==> images/layer_met1.png <==
Cells faint in the background.
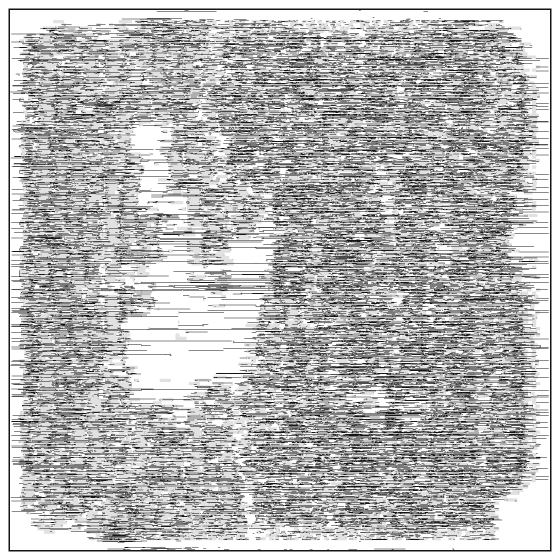
==> images/layer_met2.png <==
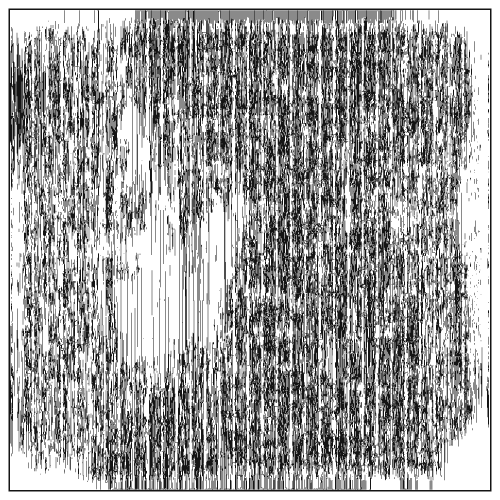
==> images/layer_met4.png <==
Cells faint in the background.
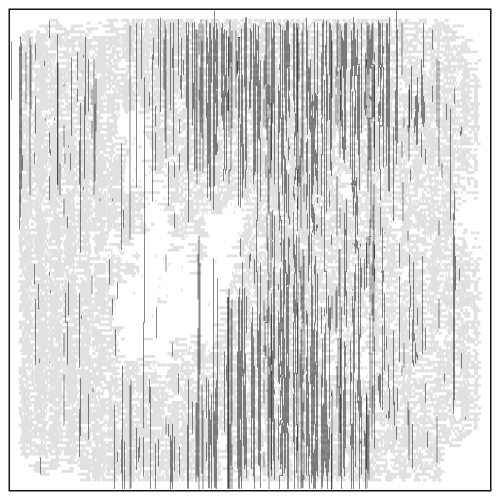
==> images/cell_density.png <==
Scale bar: 100 microns. The die is cut into 23 by 23 equal tiles; dark blue is low, red is high, 0 to 100% covered.
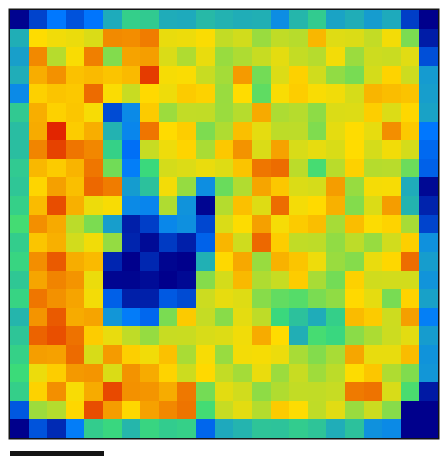
==> config.mk <==
export PLATFORM = sky130hd
export DESIGN_NAME = checkpoint_store
export DESIGN_NICKNAME = d
export VERILOG_FILES = /design/src/rtl/checkpoint_store.sv
export SDC_FILE = /design/constraint.sdc
export NUM_CORES = 2
export LEC_CHECK = 0
export CORE_MARGIN = 8
export CORE_UTILIZATION = 55
export DETAILED_ROUTE_END_ITERATION = 6
export GPL_TIMING_DRIVEN = 0
export PLACE_DENSITY = 0.77
export SKIP_CTS_REPAIR_TIMING = 1
export SLEW_MARGIN = 20
export SYNTH_ARGS = -nofsm -noshare
export SYNTH_HDL_FRONTEND = slang
export SYNTH_SLANG_ARGS = --single-unit
==> constraint.sdc <==
create_clock -name clk -period 17.7 [get_ports clk]
set_clock_uncertainty 0.2 [all_clocks]
set_input_delay 3.54 -clock clk [delete_from_list [all_inputs] [get_ports clk]]
set_output_delay 3.54 -clock clk [all_outputs]
set_load 0.01 [all_outputs]
==> results.rst <==
Physical design figures
=======================

.. list-table::
   :header-rows: 1

   * - Metric
     - Value
   * - Outcome
     - finished, violations left
   * - Failing checks
     - design-rule violations
   * - Combinational share of cell area
     - 0.256
   * - Number of placed instances with taps included
     - 13500
   * - Number of clock buffers inserted by TritonCTS
     - 275
   * - Number of H-tree levels
     - 5
   * - Crit path DRT
     - 18.08 ns
   * - Buffer cell driving the clock tree root
     - clkbuf_16
   * - Fraction of area in clock buffers and inverters
     - 0.0662
   * - Power per Cell Area
     - 103 nW/um^2
   * - Compound Share, Synth
     - 0.126
   * - Overall die height
     - 454 microns
   * - Data arrival time of the critical path
     - 8.55 ns
   * - Fraction of area in registers
     - 0.540
   * - Critical Path Start Type
     - input port
   * - Vias in the first global route
     - 86900
   * - Worst setup slack for register-to-register paths
     - 12.38 ns
   * - Routed wire per std cell
     - 29.0 microns
   * - Pwr Total
     - 13.3 mW
   * - Adder and majority gate portion of the synthesized area
     - 0.00125
   * - Count of unique library cells instantiated by Yosys
     - 52
   * - Cell Area, Synth
     - 106000 sq um
   * - Summed negative setup slack over all endpoints
     - 0 ns
   * - Max reg flops
     - 896
   * - Leading cell category by total area
     - flip-flops and latches
   * - Clock buffer instance count of the final layout
     - 382
   * - Post-route insts no fill
     - 14100
   * - Max-capacitance violation count
     - 0
   * - CP max FO
     - 10
   * - Critical Path Sink Type
     - flop
   * - Logic family by area
     - simple AND/OR/NAND/NOR gates
   * - Antenna-violating nets left
     - 0
   * - Mapped Nets
     - 10400
   * - Number of inserted filler cells in the final layout
     - 14300
   * - Pre-CTS WS
     - 8.91 ns
   * - Maximum number of buffers from clock root to sink
     - 4
   * - R2r worst-path depth
     - 12
   * - GR peak layer
     - met2
   * - Yosys cell count
     - 9894
   * - Hold Fails Final Rpt
     - 0
   * - Fin crit period
     - 8.17 ns
   * - Number of port buffers
     - 1014
   * - Multi-input logic cell count
     - 6664
   * - Top-level port count
     - 1021
   * - Worst hold path depth
     - 2
   * - Number of iterations in the first detailed-routing pass
     - 7
   * - Yosys chip area
     - 106000 sq um
   * - Mapped Avg Cell Area
     - 10.7 sq um
   * - Proportion of layout cells with a drive suffix above 1
     - 0.0692
   * - Count of sequential standard cells
     - 2495
   * - Number of enable-type register cells in the synthesized netlist
     - 1992
   * - Pin count of the biggest net entering global routing
     - 84
   * - Multi-input combinational cell area
     - 33100 sq um
   * - Synthesized-area fraction occupied by xor and xnor cells
     - 0.00166
   * - Ant diodes
     - 142
   * - Cell count after synthesis
     - 9894
   * - Total number of placement rows
     - 161
   * - Total number of tap cells
     - 2526
   * - Warnings from Yosys
     - 0
   * - DRC errors left
     - 4
   * - Worst Max-Slew Pin Slew
     - 1.32 ns
   * - Fraction of registers with async set/reset
     - 0
Notes on layer_met1.png above:
wire length on this layer: 134 mm
nets with wire on the layer: 11182
share of all routed wire: 33%
main direction: horizontal
longest straight run: 140 microns
total via count in the routed design: 91300
met1 track demand over resource in global routing: 0.449
wire length reported by the detailed router: 409000 microns

Notes on layer_met2.png above:
wire length on this layer: 180 mm
longest straight run: 154 microns
share of all routed wire: 44%
main direction: vertical
nets with wire on the layer: 9978
met2 usage in global routing: 0.563

Notes on layer_met4.png above:
main direction: vertical
share of all routed wire: 10%
longest straight run: 240 microns
wire length on this layer: 41.3 mm
nets with wire on the layer: 548

Notes on cell_density.png above:
mean over tiles: 61%
tiles over 75% full: 31%
fullest tile: 96%
nearly empty tiles: 3.0%
Core Region: 192000 sq um
share of the core filled with cells: 0.674
Init Core Util: 0.551

## routing by layer
metal / vias to the layer above / share of wire
met4: 52 / 0.10
met3: 1606 / 0.13
li1: 38700 / -
met5: - / 0.00081
met1: 43500 / 0.33
met2: 7395 / 0.44
## cell usage in the layout, fill, tap and decap left out, types with 102 or more instances in the layout
| cell | netlist | routed |
|---|---|---|
| clkdlybuf4s50_1 | 0 | 1014 |
| nand2_1 | 3410 | 3406 |
| dfxtp_1 | 503 | 503 |
| o22ai_1 | 155 | 155 |
| clkbuf_16 | 0 | 287 |
| nor2_1 | 171 | 159 |
| a21oi_1 | 631 | 631 |
| edfxtp_1 | 1992 | 1992 |
| nand3_1 | 1061 | 1061 |
| buf_2 | 117 | 117 |
| clkbuf_1 | 555 | 593 |
| a221oi_1 | 102 | 102 |
| o21ai_0 | 242 | 242 |
| o221a_2 | 169 | 169 |
| diode_2 | 0 | 142 |
| a22o_1 | 391 | 391 |
## per-stage QoR
step | utilization | instance area [sq um] | hold slack, ns
after CTS | 0.672 | 129000 | 0.253
after detailed placement | 0.628 | 120000 | 0.246
after global routing | 0.674 | 129000 | 0.268
final | 0.674 | 129000 | 0.253
after global placement | 0.621 | 119000 | 0.243
after floorplan | - | 106000 | 0.281
## power by group
group          internal (mW)  switching [mW]  leakage, nW
logic                  0.347           0.664         19.5
registers               6.60           0.107         22.5
clock network           3.23            2.33         4.20
total                   10.2            3.11         46.2
## Yosys cell counts, types with 2 or more instances
master / count / share of area
nand2_1: 3410 / 0.12
edfxtp_1: 1992 / 0.57
nand3_1: 1061 / 0.050
a21oi_1: 631 / 0.030
clkbuf_1: 555 / 0.020
dfxtp_1: 503 / 0.095
a22o_1: 391 / 0.032
o21ai_0: 242 / 0.011
nor2_1: 171 / 0.0061
o221a_2: 169 / 0.018
o22ai_1: 155 / 0.0092
buf_2: 117 / 0.0055
a221oi_1: 102 / 0.0084
a211oi_1: 90 / 0.0064
o221ai_1: 87 / 0.0072
buf_1: 41 / 0.0015
nor3_1: 24 / 0.0011
inv_1: 20 / 0.00071
a311oi_1: 15 / 0.0012
nand2b_1: 15 / 0.00089
xnor2_1: 12 / 0.00099
ha_1: 9 / 0.0011
nor3b_1: 8 / 0.00057
xor2_1: 8 / 0.00066
nor2b_1: 7 / 0.00041
a31oi_1: 6 / 0.00036
and2_1: 6 / 0.00036
or2_2: 6 / 0.00036
mux2i_1: 4 / 0.00038
o21ai_1: 4 / 0.00019
or4_1: 4 / 0.00028
and3_1: 3 / 0.00018
and3b_1: 3 / 0.00025
nand3b_1: 3 / 0.00021
a22oi_1: 2 / 0.00014
o311ai_0: 2 / 0.00017
## critical path: stages
cell and delay, ns:
clkdlybuf4s50_1 0.63, xor2_1 0.21, nor3_1 0.09, nand3_1 0.09, clkbuf_1 0.89, buf_1 0.88, buf_1 0.63, o21ai_0 0.26
inv_1 0.17, ha_1 0.25, mux2i_1 0.31, a22oi_1 0.15, o311ai_0 0.42
## cell families after synthesis
family,after synthesis
fa+ha+maj,10
flops,2495
mux,5
xor+xnor,20
simple gates,4726
buf+inv,735
compound gates,1903
Power and IR drop assume default switching activity.
